==> src/rtl/sin_burst_ctrl.sv <==
// Burst sequencer that drives the ce strobe of the quarter-wave sine generator.
// Optional half-period drain stop is enabled with `define SIN_BURST_HALFSTOP_EN.
module sin_burst_ctrl #(
  parameter int DIV_W = 16,
  parameter int CNT_W = 8,
  parameter int STEPS = 64
) (
  input  logic                     clk,
  input  logic                     rst_n,
  input  logic                     start,
  input  logic                     stop,
  input  logic [DIV_W-1:0]         div,
  input  logic [CNT_W-1:0]         n_per,
  output logic                     ce,
  output logic                     busy,
  output logic                     done,
  output logic [$clog2(STEPS)-1:0] phase,
  output logic [CNT_W-1:0]         per_cnt
);

  localparam int PH_W = $clog2(STEPS);

  localparam logic [1:0] S_IDLE  = 2'd0;
  localparam logic [1:0] S_RUN   = 2'd1;
  localparam logic [1:0] S_DRAIN = 2'd2;
  localparam logic [1:0] S_DONE  = 2'd3;

  localparam logic [PH_W-1:0] PH_LAST = PH_W'(STEPS - 1);

  logic [1:0]       r_state;
  logic [1:0]       w_next;
  logic [DIV_W-1:0] r_dcnt;
  logic [DIV_W-1:0] r_div_q;
  logic [CNT_W-1:0] r_n_q;
  logic [PH_W-1:0]  r_phase;
  logic [CNT_W-1:0] r_per_cnt;

  logic             w_active;
  logic             w_ce;
  logic             w_per_end;
  logic             w_half_end;
  logic             w_cnt_hit;
  logic [CNT_W-1:0] w_per_next;

  assign w_active   = (r_state == S_RUN) || (r_state == S_DRAIN);
  assign w_ce       = w_active && (r_dcnt == r_div_q);
  assign w_per_end  = w_ce && (r_phase == PH_LAST);
  assign w_per_next = r_per_cnt + CNT_W'(1);
  assign w_cnt_hit  = w_per_end && (r_n_q != '0) && (w_per_next == r_n_q);

`ifdef SIN_BURST_HALFSTOP_EN
  localparam logic [PH_W-1:0] PH_HALF = PH_W'(STEPS / 2 - 1);
  // Second zero crossing; the generator parks at midscale with its sign inverted.
  assign w_half_end = w_ce && (r_phase == PH_HALF);
`else
  assign w_half_end = 1'b0;
`endif

  always_comb begin
    w_next = r_state;
    case (r_state)
      S_IDLE:  if (start) w_next = S_RUN;
      S_RUN: begin
        if (w_per_end && (w_cnt_hit || stop)) w_next = S_DONE;
        else if (stop)                        w_next = S_DRAIN;
      end
      S_DRAIN: if (w_per_end || w_half_end) w_next = S_DONE;
      default: w_next = S_IDLE;
    endcase
  end

  always_ff @(posedge clk or negedge rst_n) begin
    if (!rst_n) begin
      r_state   <= S_IDLE;
      r_dcnt    <= '0;
      r_div_q   <= '0;
      r_n_q     <= '0;
      r_phase   <= '0;
      r_per_cnt <= '0;
    end else begin
      r_state <= w_next;
      if ((r_state == S_IDLE) && start) begin
        r_div_q   <= div;
        r_n_q     <= n_per;
        r_dcnt    <= '0;
        r_phase   <= '0;
        r_per_cnt <= '0;
      end else if (w_active) begin
        // Phase wraps naturally because STEPS is a power of two.
        r_dcnt <= w_ce ? '0 : r_dcnt + DIV_W'(1);
        if (w_ce)      r_phase   <= r_phase + PH_W'(1);
        if (w_per_end) r_per_cnt <= w_per_next;
      end
    end
  end

  assign ce      = w_ce;
  assign busy    = w_active;
  assign done    = (r_state == S_DONE);
  assign phase   = r_phase;
  assign per_cnt = r_per_cnt;

endmodule

==> config.mk <==
export PLATFORM = sky130hd
export DESIGN_NAME = sin_burst_ctrl
export DESIGN_NICKNAME = d
export VERILOG_FILES = /design/src/rtl/sin_burst_ctrl.sv
export SDC_FILE = /design/constraint.sdc
export NUM_CORES = 1
export LEC_CHECK = 0
export ABC_AREA = 1
export CAP_MARGIN = 20
export CORE_ASPECT_RATIO = 1.75
export CORE_MARGIN = 3
export CORE_UTILIZATION = 50
export DETAILED_ROUTE_END_ITERATION = 8
export PLACE_DENSITY = 0.77
export SETUP_SLACK_MARGIN = 0.4
export SYNTH_ARGS = -nofsm -noshare
export SYNTH_HDL_FRONTEND = slang
export SYNTH_SLANG_ARGS = --single-unit
==> constraint.sdc <==
create_clock -name clk -period 2.05 [get_ports clk]
set_clock_uncertainty 0.1 [all_clocks]
set_input_delay 0.41 -clock clk [delete_from_list [all_inputs] [get_ports clk]]
set_output_delay 0.41 -clock clk [all_outputs]
set_load 0.01 [all_outputs]
Figure 1. M3 wires (run 1).
Drawn at 3 px/um. Cells faint in the background.
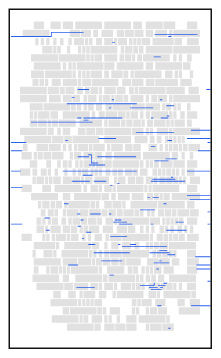
68 nets have wire on it. The longest straight run is 24.4 um. The layer carries 433 um of wire. The layer holds 4.1% of the routed length.

Figure 2. M2 wires (run 1).
Drawn at 3 px/um.
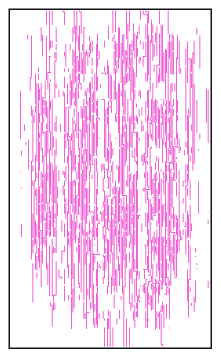
555 nets have wire on it. The longest straight run is 41.3 um. The wires run mostly vertical.
Via Count: 3,633
met2 Resource Use GR: 50.27%
wire length reported by the detailed router: 10,690 um

Figure 3. Metal layers overlaid (run 1).
Drawn at 4 px/um.
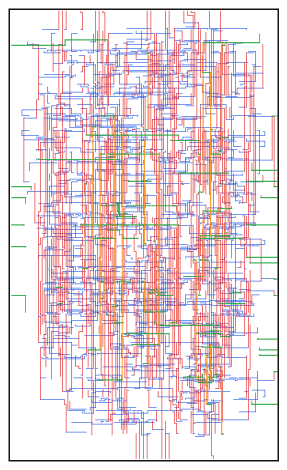
metal 4: drawn in orange, wire length 693 um. metal 2: drawn in red, wire length 5,890 um. metal 3: drawn in green, wire length 433 um. metal 1: drawn in blue, wire length 3,670 um.
total global routing track utilization: 28.70%
Routed wire per std cell: 16.14 um

==> summary.txt, run 1 <==
Physical design

The flow ran to the end, but the final reports show violations. The final reports fail on setup timing. In the synthesized netlist the async set-or-reset flop fraction comes to 100.0%. The final total negative setup slack stands at -0.4283 ns.

The non-clock buffer instance count of the final layout stands at 138. The library cell used most frequently in the layout, excluding fill and tap cells, is sky130_fd_sc_hd__nand2_1. The critical path in the final layout is reported with a setup slack of -0.1782 ns.

The count of port buffers added during placement stands at 44. The share of the core area taken by cells at floorplan is 52.05%. The cell total in the yosys stat output stands at 443. The slew of the pin with the lowest slew margin stands at 0.3307 ns. Once placement finished, the instance area stood at 0.004252 mm^2. Clock latency on the worst-skew pair, taken at its later pin, is 0.33 ns. In the finished layout, the clock tree contains a buffer count of 6. The leakage power stands at 2.428 nW. The final report gives the core utilization as 80.82%.

The number of global-route vias before repair is 3,723. The layout-stage area growth over the synthesis result stands at 55.27%. The worst register-to-register path ends at r_state[0]. Synthesis produced a netlist with a net count of 479. The number of fill cells stands at 376.

The number of instances on the worst hold path stands at 2. The sequential share of power stands at 60.1%. Clock tree synthesis selected as its root buffer the cell sky130_fd_sc_hd__clkbuf_8. The clock tree has to reach 56 sinks. The clock distribution power stands at 651 uW.

In the final report, the number of endpoints failing setup comes to 3. Counting flops with a built-in enable in the synthesized netlist gives 0. The multi-input gate share of the layout cell area stands at 38.95%.

The fraction of power consumed by the clock network stands at 35.4%. The CTS H-tree depth stands at 2. The starting DRC count in detailed routing stands at 212. Sequential power for this build is 1.10 mW. The number of warning messages in the yosys log stands at 0. The smallest hold slack stands at 0.4211 ns. The inverter tally of the final layout excluding the clock network stands at 61.

By area the synthesized netlist is led by sky130_fd_sc_hd__dfrtp_1 (43%), sky130_fd_sc_hd__nand2_1 (15%), sky130_fd_sc_hd__inv_1 (6.5%). The clock buffer and inverter area fraction after layout stands at 1.839%. In the final design, more cell area goes to multi-input combinational cells than to any other class. The number of buffers on the longest clock path stands at 2. The cell count of the worst reg-to-reg path stands at 15.

The pin count of the biggest net entering global routing stands at 57. The layout stage reports a final design area of 0.005034 mm^2. The worst setup path is captured at a primary output. Of the total synthesized cell area, the portion taken by full adders, half adders and majority gates is 3.088%. The endpoint of the worst hold path is reported as r_div_q[6]. Per the layout area report, the register area comes to 0.001403 mm^2. The share of the synthesized area in the top cell type stands at 43.23%. The synthesized design spends more area on one cell type than any other, namely sky130_fd_sc_hd__dfrtp_1. The internal power component stands at 1.424 mW. The synthesized design contains 56 register bits. The dominant power group in this design is sequential cells. The floorplan report gives the top-level pin count as 45.

A synthesized cell averages 7.318 um^2. According to the hold report, the worst path is of the reg -> reg type. The area occupied by multi-input gates stands at 0.001961 mm^2.

The vertical die dimension stands at 112.5 um. Buffers outside the clock tree occupy 24.48% of the routed design's cell area. Hold-check failures listed in the final report amount to 0.

TritonCTS built the clock tree. For the worst setup path, the data required time is 1.54 ns. Per the synthesis report, the AND-OR/OR-AND share of the synthesized area is 9.108%. The total overflow left after global routing is 0. The launch point of the worst register-to-register path is recorded as per_cnt[1].
[run 1: worst max-delay path by stage]
stage	startpoint	to	slack (ns)
floorplan	r_state[0]	r_state[0]	0.13
global placement	r_dcnt[4]	ce	-0.18
detailed placement	r_dcnt[4]	ce	-0.17
CTS	r_div_q[13]	ce	-0.13
global route	r_dcnt[4]	ce	-0.32
finish	r_dcnt[4]	ce	-0.18
[run 1: critical path, cell delays in order (launching register included)]
cell and delay, ns:
sky130_fd_sc_hd__dfrtp_1 0.39, sky130_fd_sc_hd__inv_1 0.08, sky130_fd_sc_hd__nand2_2 0.12, sky130_fd_sc_hd__nand2_1 0.07
sky130_fd_sc_hd__a21oi_1 0.21, sky130_fd_sc_hd__nand3_1 0.16, sky130_fd_sc_hd__nor3_2 0.21, sky130_fd_sc_hd__buf_2 0.16
[run 1: state kept, by name, indices dropped and copies added, names as in the netlist]
register  count
r_dcnt       16
r_div_q      16
per_cnt       8
r_n_q         8
phase         6
r_state       2
[run 1: routing by layer]
| metal | GRT usage [%] | vias up | part of all wire, % |
|---|---|---|---|
| li1 | - | 1697 | - |
| met1 | 28.98 | 1741 | 34 |
| met2 | 50.27 | 138 | 55 |
| met3 | 4.505 | 57 | 4.0 |
| met4 | 22.09 | 0 | 6.5 |
| met5 | 0 | - | 0 |
[run 1: per-stage QoR]
stage | instances | total power, mW
finish | 662 | 1.837
global route | 662 | 1.882
CTS | 657 | 1.843
detailed placement | 621 | 1.207
global placement | 621 | 1.206
floorplan | 443 | 1.128
[run 1: repair_timing]
| action | in CTS | in global routing |
|---|---|---|
| endpoints found under the setup margin | 49 | 45 |
| endpoints found under the hold margin | 56 | 0 |
| cloned | 0 | 0 |
| gates resized | 118 | 50 |
| pin swaps | 28 | 18 |
| buffers inserted | 27 | 5 |
| hold buffers | 1 | 0 |
Figure 4. Floorplan with the power grid (run 1).
Drawn at 4 px/um. Pins as bars on the die edge. Tap cells in grey.
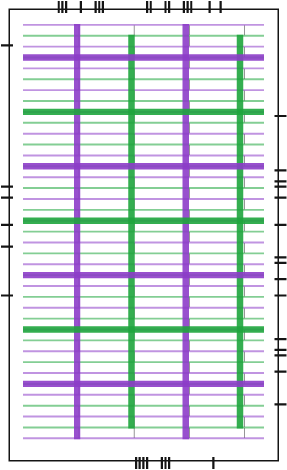

==> run 1 -> run 2 <==
CORE_UTILIZATION = 58   (was 50)
PLACE_DENSITY = 0.84   (was 0.77)
clock period = 2.85 ns   (was 2.05 ns; I/O delays follow)
Figure 5. Floorplan with the power grid (run 2).
Drawn at 4 px/um. Pins as bars on the die edge. Tap cells in grey.
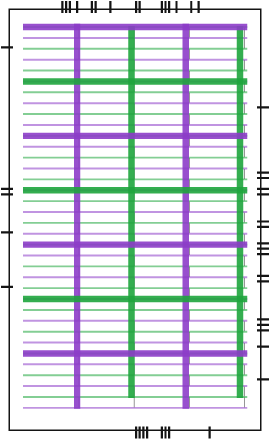
VDD: drawn in green. VSS: drawn in purple.
74 tap cells. The core has 35 rows. 36 met1 rails follow the rows. 7 straps on met5. 45 signal pins sit on the boundary.
Die X: 62.52 um
core box area: 0.005343 mm^2
Die H: 104.9 um

Figure 6. M2 wires (run 2).
Drawn at 3 px/um.
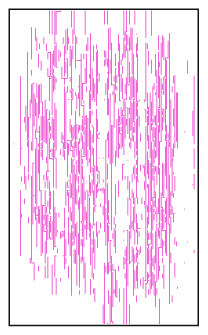
The wires run mostly vertical. The layer holds 54% of the routed length.
Via Count: 3,049
met2 Resource Use GR: 46.91%

Figure 7. Clock wiring as the flow saved it (run 2).
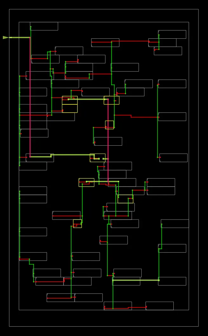
Clk Latency, worst-skew pair: 0.31 ns
total clock buffers created by CTS: 5
num sequential: 56
clock network power consumption: 462 uW

==> run 2 against run 1 <==
Against the previous run: the run now ends clean; critical path depth did not move; core utilization fell by 7.2 points; global-route usage fell by 3.4 points; clock-buffer cell count did not move; sequential share of layout area rose by 7.8 points; area after synthesis did not move; hold slack got worse by 0.29 ns; register-to-register slack improved by 0.74 ns; cell count fell by 14%; via count fell by 16%; die size fell by 13%; critical endpoint unchanged; highest routed layer unchanged.
==> summary.txt, run 2 <==
Physical design

Entering global routing, the biggest net connects 44 pins. Synthesis produced a netlist whose cell count is 443. The longest clock path from root to sink contains 2 buffers.

The routed design could run at a clock period as short as 2.411 ns. The via density per instance stands at 5.330. The final layout contains routed wiring with a total length of 8199 um.

The commonest cells after synthesis are sky130_fd_sc_hd__nand2_1 (130), sky130_fd_sc_hd__dfrtp_1 (56), sky130_fd_sc_hd__inv_1 (56), sky130_fd_sc_hd__nor2_1 (42). The global routing report lists met3 layer usage as 3.441%. Dividing the detail-routed wire length by the instance count gives 14.33 um. The number of warning messages in the yosys log stands at 0.

The number of instances in the placed design stands at 560. The run finished with clean final reports. Clock tree synthesis selected as its root buffer the cell sky130_fd_sc_hd__clkbuf_8. The initial cell density of the core stands at 60.68%.

The congestion estimate from routability-driven global placement came to 0.9426. TritonCTS built the clock tree. STA classifies the critical path endpoint as a primary output. After clock tree synthesis, the clock-pin slew on the worst setup and hold paths is 0.10 ns. Registers take 0.001401 mm^2. Broken down by cell family, the worst path's largest delay share belongs to simple AND/OR/NAND/NOR gates. The number of warnings the tools reported stands at 31.

On the final layout, the worst hold slack is 0.1285 ns. The total congestion overflow after global routing stands at 0. The stat command in Yosys gives a chip area of 0.003242 mm^2. Endpoints failing hold in the final report were tallied at 0.

The critical path buffer and inverter count stands at 3. The number of antenna diodes stands at 0. The number of global-route vias before repair stands at 3,040.

The type recorded for the worst min-delay path is in -> async. The most common logic cell in the final layout is sky130_fd_sc_hd__nand2_1. Overall power consumption after layout is estimated at 1.312 mW. The slack of the critical path stands at 0.4392 ns. For the final routed database, the setup TNS stands at 0 ns.

The main area contributors are sky130_fd_sc_hd__dfrtp_1 (43%), sky130_fd_sc_hd__nand2_1 (15%), sky130_fd_sc_hd__inv_1 (6.5%). The layout-stage area growth over the synthesis result stands at 21.34%. The final-stage net count stands at 533. Setup repair after global routing could not meet its margin everywhere. The standard-cell row count stands at 35.

After global routing, the most crowded layer is met2. The finished layout holds 572 standard cells, fillers aside. The final critical path takes up 84.59% of the cycle. The worst slack at placement stands at 0.2751 ns. The CTS H-tree depth stands at 2. The met1 routing resource usage after global routing stands at 26.52%. The layout cell share with drive strength beyond 1 stands at 9.438%.

The global router's overall resource usage stands at 25.31%. The starting DRC count in detailed routing stands at 224. Dividing the synthesized area by the synthesized cell count gives 7.318 um^2. The first global-routing pass estimated 13,340 um of wire. The synthesis report names the predominant flop master as sky130_fd_sc_hd__dfrtp_1. In the final layout, the multi-input gates occupy 0.001607 mm^2.

The design area stands at 0.003934 mm^2. The final-report max-slew violation count stands at 0. In this run the VDD rail shows a maximum IR drop of 0.3995 mV. Buffers placed on the I/O ports in this run total 44.

Per the slew report, the remaining headroom to the max-slew limit stands at 63.66%. The share of the yosys chip area belonging to registers stands at 43.23%. The power density of the placed cells stands at 333.5 mW/mm^2.

The slew of the pin with the lowest slew margin stands at 0.5451 ns. The share of the synthesized area in the top cell type stands at 43.23%. The cell total in the yosys stat output stands at 443. The worst setup path is launched from a flop. The worst setup path is of the reg -> out kind. Across the run, the number of max-cap violations was 0. The highest clock rate this design can be run at is 414.8 MHz. For the worst setup path, the data arrival time is 1.74 ns. Per the cell usage report, the commonest logic cells after layout are sky130_fd_sc_hd__nand2_1 (129), sky130_fd_sc_hd__dfrtp_1 (56), sky130_fd_sc_hd__inv_1 (54).

For this design, the CTS-stage hold fixing added 0 buffers. STA lists the maximum fanout along the critical path as 3. The initial antenna violation count was 0.

The largest registers in the layout are r_dcnt x16, r_div_q x16. In the routed design, unresolved DRC markers number 0. The timing report shows that the slowest cell on the worst path is sky130_fd_sc_hd__dfrtp_1. Counting stages on the worst path, the most repeated cell is sky130_fd_sc_hd__inv_2. The post-synth tally of flip-flops with integrated enable stands at 0. The leakage power stands at 1.851 nW. The standard cell area after detailed placement stands at 0.003785 mm^2. The detailed-router iteration count before antenna repair stands at 5. The synthesis report gives the async set-or-reset register share as 100.0%. After floorplanning, the die was sized to cover 0.006558 mm^2.

The required time reported for the critical path endpoint stands at 2.18 ns. The flip-flop and latch count after synthesis stands at 56. The number of endpoints failing setup at the final stage stands at 0. The net count entering floorplan stands at 479. The number of I/O pins stands at 45. The biggest area contributor in the post-synthesis netlist is sky130_fd_sc_hd__dfrtp_1.

The largest stage delay on the critical path stands at 0.39 ns. The cell sequence reported for the critical path is inv_2 -> ha_4 -> inv_2 -> nor4_2 -> nand2_1 -> nor3_2 -> buf_2. The post-synthesis instance area stands at 0.003242 mm^2. The number of fill cells stands at 427. The finished layout reports a core utilization of 73.63%. The HPWL after detailed placement is 6171 um. In the Yosys stats the netlist draws on 35 distinct library cells.

Once detail routing completed, the nets flagged for antenna violations numbered 0. For this run the top cell type by instance count after synthesis was sky130_fd_sc_hd__nand2_1. The number of sinks handled by clock tree synthesis stands at 56.
## run 2: where the power goes
group / total, mW / switching [mW] / leakage [nW] / internal [mW]
clock network: 0.462 / 0.265 / 0.0434 / 0.197
logic: 0.0561 / 0.0225 / 1.15 / 0.0336
registers: 0.794 / 0 / 0.654 / 0.794
total: 1.31 / 0.287 / 1.85 / 1.02
## run 2: final timing paths
check / slack [ns] / endpoint / cells past startpoint / from
max reg2reg: 0.59 / r_dcnt[14] / 12 / r_state[1]
min in group clk: 0.42 / r_div_q[14] / 2 / r_div_q[14]
max in group asynchronous: 1.87 / r_div_q[8] / 2 / rst_n
max: 0.44 / ce / 7 / r_state[1]
min reg2reg: 0.42 / r_div_q[14] / 2 / r_div_q[14]
min: 0.13 / per_cnt[7] / 1 / rst_n
## run 2: cell families (layout without fill, tap and decap cells)
group	count (synthesis)	count (layout)	share of synthesized area, %
compound gates	52	52	9.109
xor+xnor	10	10	2.702
fa+ha+maj	8	8	3.088
buf+inv	68	123	8.027
flops	56	56	43.23
mux	1	1	0.3088
simple gates	248	248	33.54
## run 2: cell type report
cell class                 instances  share of cell area [%]
multi-input combinational        319                   40.84
sequential                        56                   35.62
timing repair buffer              54                   12.85
inverter                          61                   5.852
tap                               74                   2.354
clock buffer                       6                   2.099
clock inverter                     2                  0.3817
## run 2: repair_timing
| item | in CTS | in global routing |
|---|---|---|
| cloned | 0 | 0 |
| gates resized | 5 | 5 |
| endpoints found under the hold margin | 0 | 0 |
| endpoints found under the setup margin | 2 | 4 |
| buffers inserted | 2 | 2 |
| pin swaps | 0 | 1 |
## run 2: layer usage
metal,part of all wire [%],routed length [um],vias to the layer above
li1,-,-,1520
met1,37,3008,1405
met2,54,4438,92
met3,4.3,355,32
met4,4.8,396,0
met5,0,0,-
Figure 8. M3 wires (run 2).
Drawn at 3 px/um. Cells faint in the background.
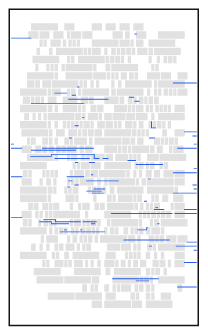

==> run 2 -> run 3 <==
CORE_UTILIZATION = 50   (was 58)
PLACE_DENSITY = 0.77   (was 0.84)
clock period = 2.1 ns   (was 2.85 ns; I/O delays follow)
Figure 9. M3 wires (run 3).
Drawn at 3 px/um. Cells faint in the background.
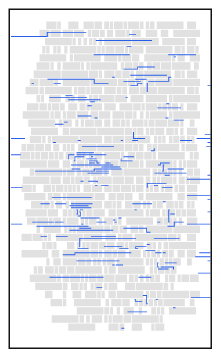
The wires run mostly horizontal. The longest straight run is 19.5 um. The layer holds 5.8% of the routed length. 104 nets have wire on it.

Figure 10. M2 wires (run 3).
Drawn at 3 px/um.
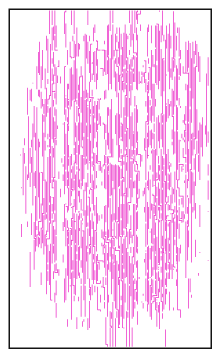
The layer holds 52% of the routed length. The longest straight run is 45.0 um. The layer carries 6,400 um of wire. The wires run mostly vertical. 571 nets have wire on it.

==> run 3 against run 2 <==
Against the previous run: the run now ends with setup timing left; first-iteration DRC count rose by 38%; clock-buffer cell count is the same; cell area increased by 31%; via count increased by 26%; largest cell class unchanged.
==> summary.txt, run 3 <==
Physical design

The multi-input gate share of the layout cell area stands at 38.76%. The number of clock buffers added by TritonCTS is 5. The layout report lists the multi-input gate area as 0.001997 mm^2. In this run, synthesis produced a sequential element count of 56. The synthesis report names the predominant flop master as sky130_fd_sc_hd__dfrtp_1. After layout, the clock buffer instance count stands at 6. The final route contains 3,852 vias. Per the detail_route log, met2 wirelength is 6396 um. Per the layout area report, the register area comes to 0.001401 mm^2. In the Yosys report the total cell count is 443. The layout buffering overhead excluding clock cells stands at 25.26%. In the final design database the tool counted 628 nets. The synthesized netlist handed to floorplanning was reported with a cell count of 443. The routing usage on met3 stands at 4.705%. The global router's overall resource usage stands at 28.32%. Note that the worst hold path type here is reg -> reg. TritonCTS built the clock tree.

Looking at the reg2reg group, the worst path ends at r_state[0]. Per the cell usage report, the commonest logic cells after layout are sky130_fd_sc_hd__nand2_1 (120), sky130_fd_sc_hd__buf_4 (84), sky130_fd_sc_hd__dfrtp_1 (56). The report shows a maximum critical-path fanout of 2. The final timing report counts setup violations totalling 30. The critical path in the final layout is reported with a setup slack of -0.2681 ns. According to the floorplan log, the row count is 38. Looking at the area split, the leading class of cells is multi-input combinational cells. After layout, the worst path uses 112.8% of the clock period.

The power density of the placed cells stands at 364.1 mW/mm^2. The slew of the pin with the lowest slew margin stands at 0.3686 ns. The worst setup path is captured at a primary output. Each instance of the synthesized netlist takes up on average 7.318 um^2. The tightest hold path in the finished design has a slack of 0.4252 ns. The routability congestion estimate stands at 0.9038. The flow ran to the end, but the final reports show violations.

The share of the yosys chip area belonging to registers stands at 43.23%. The checks that failed: setup timing. The final layout report lists a non-clock buffer count of 149. The report counts max-capacitance violations totalling 0.

After detailed routing, the number of remaining DRC violations is 0. Summed over all layers, the routed wires come to 12,200 um. Detailed routing placed a total of 708 um of wire on met3.

Summed over its instances, the top area cell type makes up 43.23% of the synthesized netlist area. The inverter tally of the final layout excluding the clock network stands at 61. The floorplan report lists the tap cell count as 80. The clock edge transition at the registers on the reported setup and hold paths stands at 0.11 ns. In this run the static leakage power is 2.520 nW.

In the post-synthesis netlist, the biggest area contributors are sky130_fd_sc_hd__dfrtp_1 (43%), sky130_fd_sc_hd__nand2_1 (15%), sky130_fd_sc_hd__inv_1 (6.5%). Counting only logic cells after layout, the most numerous master is sky130_fd_sc_hd__nand2_1. Measured against its own limit, the worst slew margin works out to 75.34%. The met1 routing resource usage after global routing stands at 27.90%.

The post-synth tally of flip-flops with integrated enable stands at 0. The initial cell density of the core stands at 52.05%. The maximum VDD drop stands at 0.5887 mV. After synthesis, the most frequently instantiated cells are sky130_fd_sc_hd__nand2_1 (130), sky130_fd_sc_hd__dfrtp_1 (56), sky130_fd_sc_hd__inv_1 (56), sky130_fd_sc_hd__nor2_1 (42). The area figure in the yosys stat output stands at 0.003242 mm^2. Once detail routing completed, the nets flagged for antenna violations numbered 0. CTS built an H-tree with a depth of 2. The data arrival time of the critical path stands at 1.85 ns. In this run the register-to-register setup slack is -0.19 ns.

In the final report, the number of hold violations comes to 0. The number of placed instances, taps included, is 618. The final-report max-slew violation count stands at 0. The final report lists a non-filler cell total of 673. The layout cell share with drive strength beyond 1 stands at 34.91%. STA classifies the critical path startpoint as a flop.

The cell count of the worst reg-to-reg path stands at 13. Synthesis produced a netlist with a net count of 479. Buffers placed on the I/O ports in this run total 44.

The layout report gives the register share of total cell area as 27.20%. After detailed routing, no signal wire sits above met4. The total congestion overflow after global routing stands at 0. The number of antenna diodes stands at 0.

At the later pin of the worst-skew pair, clock insertion delay measures 0.34 ns. Setup repair after global routing could not meet its margin everywhere. The worst hold path was traced through 2 stages. The count of sequential standard cells stands at 56. The number of I/O pins stands at 45.

The registers reported with the highest flop counts are r_dcnt x16, r_div_q x16. The data required time reported for the critical path is 1.58 ns.
Figure 11. Floorplan with the power grid (run 3).
Drawn at 4 px/um. Pins as bars on the die edge. Tap cells in grey.
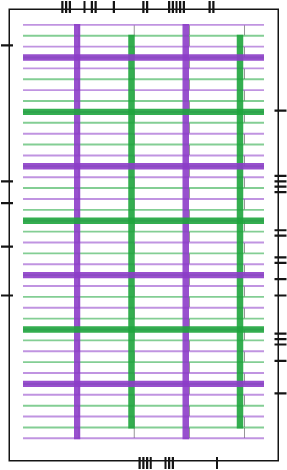
core box area: 0.006228 mm^2
Die X: 66.87 um

run 3: timing repair:
item	CTS	global route
resized	113	48
pin swaps	28	30
endpoints found under the setup margin	49	43
hold buffers	1	0
setup buffers	30	16
endpoints found under the hold margin	18	0
run 3: logic make-up (layout without fill, tap and decap cells):
kind of cell	count (synthesis)	after routing	synth area share [%]
AND-OR/OR-AND	52	52	9.109
XOR/XNOR	10	10	2.702
multiplexers	1	1	0.3088
AND/OR/NAND/NOR	248	248	33.54
adder cells (fa/ha/maj)	8	8	3.088
buffers and inverters	68	218	8.027
flip-flops	56	56	43.23
run 3: where the power goes:
part / internal, mW / leakage [nW] / total [mW] / switching [mW]
registers: 1.08 / 0.654 / 1.08 / 0
logic: 0.0482 / 1.81 / 0.0806 / 0.0323
clock network: 0.355 / 0.0552 / 0.718 / 0.364
run 3: per-stage QoR:
stage	total power, mW	instance area, um^2	setup WS (ns)	utilization [%]	setup TNS (ns)
after floorplan	1.101	3276	0.1811	-	0
after global placement	1.178	4229	-0.1382	67.90	-0.1784
after detailed placement	1.178	4229	-0.1643	67.90	-0.2742
after CTS	1.879	4862	-0.1295	78.06	-0.1295
after global routing	1.931	5152	-0.3241	82.72	-4.343
final	1.876	5152	-0.2681	82.72	-2.357
run 3: worst max-delay path by stage:
stage / endpoint
finish: ce
global route: r_state[0]
CTS: ce
detailed placement: ce
global placement: ce
floorplan: r_state[0]
run 3: critical path: stages, from the launching register on:
cell and delay, ns:
sky130_fd_sc_hd__dfrtp_1 0.40, sky130_fd_sc_hd__inv_2 0.08, sky130_fd_sc_hd__ha_4 0.28, sky130_fd_sc_hd__inv_4 0.04
sky130_fd_sc_hd__nor4_4 0.25, sky130_fd_sc_hd__nand2_1 0.12, sky130_fd_sc_hd__nor3_2 0.17, sky130_fd_sc_hd__buf_2 0.17
Power figures rest on the tool's default switching activity, not on a simulated workload.
